File: src/rtl/dsm_pkg.sv
// Shared types and defaults for the delta-sigma start-up/shut-down sequencer.
package dsm_pkg;

  localparam int DSM_W  = 20;
  localparam int DSM_GW = 8;

  // Unity gain for the default gain resolution.
  localparam logic [DSM_GW:0] DSM_UNITY = {1'b1, {DSM_GW{1'b0}}};

  typedef enum logic [2:0] {
    ST_IDLE      = 3'd0,
    ST_FLUSH     = 3'd1,
    ST_RAMP_UP   = 3'd2,
    ST_RUN       = 3'd3,
    ST_RAMP_DOWN = 3'd4,
    ST_FAULT     = 3'd5
  } dsm_state_e;

  // States in which the datapath is live: dither flows and overload is watched.
  function automatic logic is_active(input dsm_state_e s);
    logic act;
    case (s)
      ST_FLUSH, ST_RAMP_UP, ST_RUN, ST_RAMP_DOWN: act = 1'b1;
      default:                                    act = 1'b0;
    endcase
    return act;
  endfunction

endpackage

File: src/rtl/dsm_gain_mul.sv
// Registered signed gain scaler: vin_o = floor(vin_i * gain / 2**GW).
module dsm_gain_mul
  import dsm_pkg::*;
#(
  parameter int W  = DSM_W,
  parameter int GW = DSM_GW
) (
  input  logic                clock,
  input  logic                reset,
  input  logic signed [W-1:0] vin_i,
  input  logic [GW:0]         gain_i,
  output logic signed [W-1:0] vin_o
);

  // Wide enough for a signed W-bit sample times a non-negative (GW+1)-bit gain.
  localparam int PW = W + GW + 2;

  logic signed [PW-1:0] prod_s;
  logic signed [W-1:0]  vin_d;
  logic signed [W-1:0]  vin_q;

  // Multiply and floor-shift; gain never exceeds unity so the result fits in W bits.
  always_comb begin
    prod_s = PW'(vin_i) * PW'($signed({1'b0, gain_i}));
    vin_d  = W'(prod_s >>> GW);
  end

  // Output register with synchronous active-low reset.
  always_ff @(posedge clock) begin
    if (!reset) begin
      vin_q <= {W{1'b0}};
    end else begin
      vin_q <= vin_d;
    end
  end

  assign vin_o = vin_q;

endmodule

File: src/rtl/dsm_seq.sv
// Start-up/shut-down sequencer and overload supervisor for the modulator chain.
module dsm_seq
  import dsm_pkg::*;
#(
  parameter int W         = DSM_W,
  parameter int GW        = DSM_GW,
  parameter int FLUSH_CYC = 64,
  parameter int RAMP_DIV  = 16,
  parameter int OVL_LIM   = 32
) (
  input  logic                clock,
  input  logic                reset,
  input  logic                en,
  input  logic                ovl_i,
  input  logic signed [W-1:0] vin_i,
  input  logic signed [W-1:0] dith_i,
  output logic signed [W-1:0] vin_o,
  output logic signed [W-1:0] dith_o,
  output logic                dp_rst,
  output logic                running,
  output logic                fault,
  output logic [2:0]          state_o
);

  localparam int FW = $clog2(FLUSH_CYC + 1);
  localparam int DW = $clog2(RAMP_DIV + 1);
  localparam int OW = $clog2(OVL_LIM + 1);

  localparam logic [GW:0]   UNITY      = {1'b1, {GW{1'b0}}};
  localparam logic [GW:0]   GAIN_ZERO  = {(GW+1){1'b0}};
  localparam logic [GW:0]   GAIN_ONE   = {{GW{1'b0}}, 1'b1};
  localparam logic [FW-1:0] FLUSH_LAST = FW'(FLUSH_CYC - 1);
  localparam logic [FW-1:0] FLUSH_DONE = FW'(FLUSH_CYC);
  localparam logic [DW-1:0] DIV_LAST   = DW'(RAMP_DIV - 1);
  localparam logic [OW-1:0] OVL_MAX    = OW'(OVL_LIM);

  dsm_state_e          state_q, state_d;
  logic [GW:0]         gain_q, gain_d;
  logic [DW-1:0]       div_q, div_d;
  logic [FW-1:0]       flush_q, flush_d;
  logic [OW-1:0]       ovl_q, ovl_d;
  logic signed [W-1:0] dith_o_q, dith_o_d;
  logic                dp_rst_q, dp_rst_d;
  logic                running_q, running_d;
  logic                fault_q, fault_d;
  logic [GW:0]         gain_inc_s, gain_dec_s, mul_gain_s;
  logic                ovl_trip_s;

  assign gain_inc_s = gain_q + GAIN_ONE;
  assign gain_dec_s = gain_q - GAIN_ONE;

  // Consecutive-overload counter: live states only, saturating, trips at the limit.
  always_comb begin
    ovl_d = {OW{1'b0}};
    if (is_active(state_q) && ovl_i) begin
      if (ovl_q == OVL_MAX) begin
        ovl_d = ovl_q;
      end else begin
        ovl_d = ovl_q + OW'(1);
      end
    end else begin
      ovl_d = {OW{1'b0}};
    end
    ovl_trip_s = (ovl_d == OVL_MAX);
  end

  // Next state and gain; overload beats an en change, which beats a counter expiry.
  always_comb begin
    state_d = state_q;
    gain_d  = gain_q;
    case (state_q)
      ST_IDLE: begin
        gain_d = GAIN_ZERO;
        if (en) state_d = ST_FLUSH;
        else    state_d = ST_IDLE;
      end
      ST_FLUSH: begin
        gain_d = GAIN_ZERO;
        if (ovl_trip_s)                state_d = ST_FAULT;
        else if (!en)                  state_d = ST_IDLE;
        else if (flush_q == FLUSH_LAST) state_d = ST_RAMP_UP;
        else                           state_d = ST_FLUSH;
      end
      ST_RAMP_UP: begin
        if (ovl_trip_s) begin
          state_d = ST_FAULT;
          gain_d  = GAIN_ZERO;
        end else if (!en) begin
          state_d = ST_RAMP_DOWN;
        end else if (gain_q == UNITY) begin
          state_d = ST_RUN;
        end else if (div_q == DIV_LAST) begin
          gain_d = gain_inc_s;
          if (gain_inc_s == UNITY) state_d = ST_RUN;
          else                     state_d = ST_RAMP_UP;
        end else begin
          state_d = ST_RAMP_UP;
        end
      end
      ST_RUN: begin
        if (ovl_trip_s) begin
          state_d = ST_FAULT;
          gain_d  = GAIN_ZERO;
        end else if (!en) begin
          state_d = ST_RAMP_DOWN;
          gain_d  = UNITY;
        end else begin
          state_d = ST_RUN;
          gain_d  = UNITY;
        end
      end
      ST_RAMP_DOWN: begin
        if (ovl_trip_s) begin
          state_d = ST_FAULT;
          gain_d  = GAIN_ZERO;
        end else if (en) begin
          state_d = ST_RAMP_UP;
        end else if (gain_q == GAIN_ZERO) begin
          state_d = ST_IDLE;
        end else if (div_q == DIV_LAST) begin
          gain_d = gain_dec_s;
          if (gain_dec_s == GAIN_ZERO) state_d = ST_IDLE;
          else                         state_d = ST_RAMP_DOWN;
        end else begin
          state_d = ST_RAMP_DOWN;
        end
      end
      ST_FAULT: begin
        gain_d = GAIN_ZERO;
        if ((flush_q == FLUSH_DONE) && !en) state_d = ST_IDLE;
        else                                state_d = ST_FAULT;
      end
      default: begin
        state_d = ST_IDLE;
        gain_d  = GAIN_ZERO;
      end
    endcase
  end

  // Step divider and flush/hold counter; both restart whenever the state changes.
  always_comb begin
    div_d   = {DW{1'b0}};
    flush_d = {FW{1'b0}};
    if (state_d != state_q) begin
      div_d   = {DW{1'b0}};
      flush_d = {FW{1'b0}};
    end else begin
      if ((state_q == ST_RAMP_UP) || (state_q == ST_RAMP_DOWN)) begin
        if (div_q == DIV_LAST) div_d = {DW{1'b0}};
        else                   div_d = div_q + DW'(1);
      end else begin
        div_d = {DW{1'b0}};
      end
      if ((state_q == ST_FLUSH) || (state_q == ST_FAULT)) begin
        if (flush_q == FLUSH_DONE) flush_d = flush_q;
        else                       flush_d = flush_q + FW'(1);
      end else begin
        flush_d = {FW{1'b0}};
      end
    end
  end

  // Output decode from the upcoming state so the flags line up with state_o.
  always_comb begin
    dp_rst_d  = (state_d == ST_IDLE) ||
                ((state_d == ST_FAULT) && (flush_d != FLUSH_DONE));
    running_d = (state_d == ST_RUN);
    fault_d   = (state_d == ST_FAULT);
    if (is_active(state_d)) begin
      dith_o_d = dith_i;
    end else begin
      dith_o_d = {W{1'b0}};
    end
    // Mute the scaler on the very edge that enters FAULT.
    if (state_d == ST_FAULT) begin
      mul_gain_s = GAIN_ZERO;
    end else begin
      mul_gain_s = gain_q;
    end
  end

  // State, counters and registered outputs with synchronous active-low reset.
  always_ff @(posedge clock) begin
    if (!reset) begin
      state_q   <= ST_IDLE;
      gain_q    <= GAIN_ZERO;
      div_q     <= {DW{1'b0}};
      flush_q   <= {FW{1'b0}};
      ovl_q     <= {OW{1'b0}};
      dith_o_q  <= {W{1'b0}};
      dp_rst_q  <= 1'b1;
      running_q <= 1'b0;
      fault_q   <= 1'b0;
    end else begin
      state_q   <= state_d;
      gain_q    <= gain_d;
      div_q     <= div_d;
      flush_q   <= flush_d;
      ovl_q     <= ovl_d;
      dith_o_q  <= dith_o_d;
      dp_rst_q  <= dp_rst_d;
      running_q <= running_d;
      fault_q   <= fault_d;
    end
  end

  dsm_gain_mul #(
    .W  (W),
    .GW (GW)
  ) u_gain_mul (
    .clock  (clock),
    .reset  (reset),
    .vin_i  (vin_i),
    .gain_i (mul_gain_s),
    .vin_o  (vin_o)
  );

  assign dith_o  = dith_o_q;
  assign dp_rst  = dp_rst_q;
  assign running = running_q;
  assign fault   = fault_q;
  assign state_o = state_q;

endmodule
File: config.mk
export PLATFORM = sky130hd
export DESIGN_NAME = dsm_seq
export DESIGN_NICKNAME = d
export VERILOG_FILES = /design/src/rtl/dsm_pkg.sv /design/src/rtl/dsm_gain_mul.sv /design/src/rtl/dsm_seq.sv
export SDC_FILE = /design/constraint.sdc
export NUM_CORES = 1
export LEC_CHECK = 0
export ABC_AREA = 0
export CAP_MARGIN = 20
export CORE_UTILIZATION = 54
export DETAILED_ROUTE_END_ITERATION = 10
export GPL_ROUTABILITY_DRIVEN = 0
export PLACE_DENSITY_LB_ADDON = 0.1
export SLEW_MARGIN = 20
export SYNTH_ARGS = -nofsm -noshare
export SYNTH_HDL_FRONTEND = slang
export SYNTH_HIERARCHICAL = 1
export SYNTH_SLANG_ARGS = --single-unit
File: constraint.sdc
create_clock -name clock -period 7.3 [get_ports clock]
set_input_delay 1.095 -clock clock [delete_from_list [all_inputs] [get_ports clock]]
set_output_delay 1.095 -clock clock [all_outputs]
set_load 0.03 [all_outputs]
**Close-up of the layout**

Region (91, 91) to (111, 111) µm. Cells in grey, sequential cells in the stronger grey; small squares are vias.
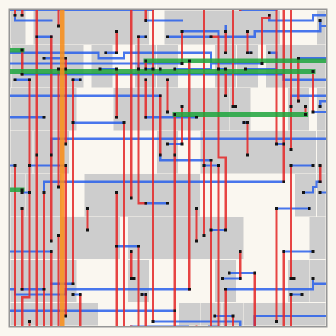
colour	layer
red	metal 2
green	metal 3
blue	metal 1
orange	metal 4
cells with their middle in the window	31
most frequent	fa_1 (12), inv_1 (8), nand2_1 (7)
sequential cells in the window	0

**Drive-strength map**

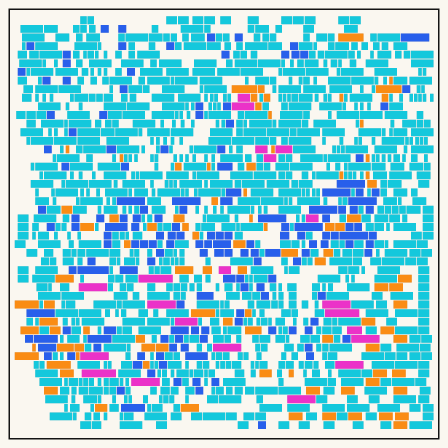
colour	size	cells	share
cyan	_0 and _1 cells	991	78%
magenta	_6 and larger	21	1.7%
orange	_2 cells	92	7.3%
blue	_3 and _4 cells	160	13%
nonclk buf count: 224
Area growth syn-to-layout: 28.93%
final instance area: 0.01234 mm²
final setup margin: 0.1753 ns

==> impl_metrics.json <==
{
  "drive_gt1_share_pct": 21.60,
  "logic_area_mm2": 0.007652,
  "antenna_left": 0,
  "cts_setup_buffers": 6,
  "fin_crit_sh_pct": 97.60,
  "clk_pin_slew_ns": 0.06,
  "wire_per_inst_um": 15.54,
  "reg2reg_slack_ns": 0.18,
  "clk_path_buf_depth": 2,
  "cts.sinks": 73,
  "max_freq_mhz": 140.4,
  "nClkBuffers": 10,
  "combPwrFrac_pct": 9.0,
  "ys_warn_count": 6,
  "end_kind": "flop",
  "clock_power_share_pct": 50.4,
  "use_met3_pct": 3.517,
  "hold_buffers": 0,
  "cpPeakStageDelay_ns": 0.57,
  "area_share_nonclk_buffers_pct": 15.81,
  "r2r-end": "u_gain_mul/vin_o[18]$_SDFF_PN0_",
  "hold_depth": 1,
  "hp-class": "reg -> reg",
  "dpl.hpwl_mm": 17.79,
  "critPathBufInv": 9,
  "ys_cells": 1073,
  "power_w": 0.0009998,
  "wl_met3_um": 955,
  "io_pins": 90,
  "power_density_mw_per_mm2": 81.00,
  "yosys.area_share.simple_pct": 22.97,
  "reg2reg_depth": 31,
  "clkCellAreaFrac_pct": 2.777,
  "yosys.area.top_type_share_pct": 29.69,
  "synthArstFlopShare_pct": 0,
  "yosys_area_mm2": 0.009574,
  "chipWidth_um": 135.2,
  "diodes": 0,
  "cp.arrival_ns": 7.33,
  "grt_pass1_vias": 8027,
  "drv_slew": 0,
  "synth_top_cell_by_area": "fa_1",
  "hold_slack_ns": 0.4671,
  "highest_layer": "met4",
  "comb_area_share_pct": 61.99,
  "port-buffer-count": 89,
  "xor_share_pct": 3.019,
  "groute.usage.overall_pct": 26.45,
  "synth-seq-cells": 73,
  "endpoint": "u_gain_mul/vin_o[18]$_SDFF_PN0_",
  "cts_resized": 43,
  "use_met2_pct": 46.07,
  "critPathKind": "reg -> reg",
  "powerComb_w": 0.0000898,
  "antenna_found_initial": 0,
  "finalNetCount": 1515,
  "chip_area_mm2": 0.01827,
  "syn_area_per_cell_um2": 8.923,
  "setup_tns_ns": 0,
  "outcome": "finished, final reports clean",
  "worstPathMaxFanout": 7,
  "setup_viol": 0,
  "vdd_drop_max_mv": 0.1046,
  "whs_endpoint": "div_q[0]$_SDFF_PP0_",
  "synth_area_mm2": 0.009574,
  "drt-initial-drc-count": 446
}
**Cell density map**

The die is cut into 14 by 14 equal tiles; white is low, dark blue is high, 0 to 100% covered.
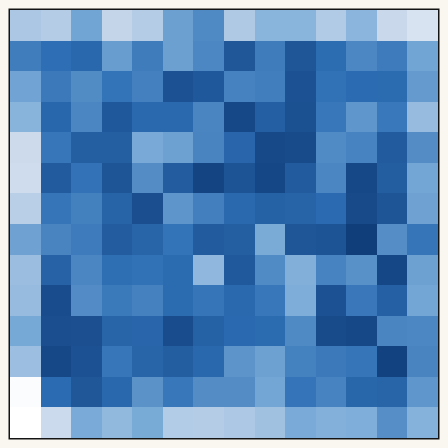
nearly empty tiles	1.0%
tiles over 75% full	39%
fullest tile	95%
mean over tiles	66%
Final Util: 71.37%
fp util: 55.35%
Core Box Area: 0.01730 mm²

**Cell placement**

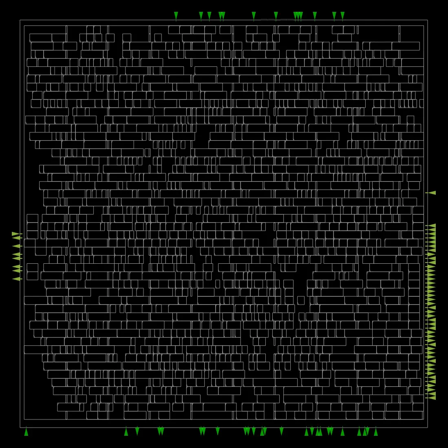
Seq cells: 73
Fill cells: 1383
Seq/total area: 11.88%
tap cell count: 225
FP Rows: 48

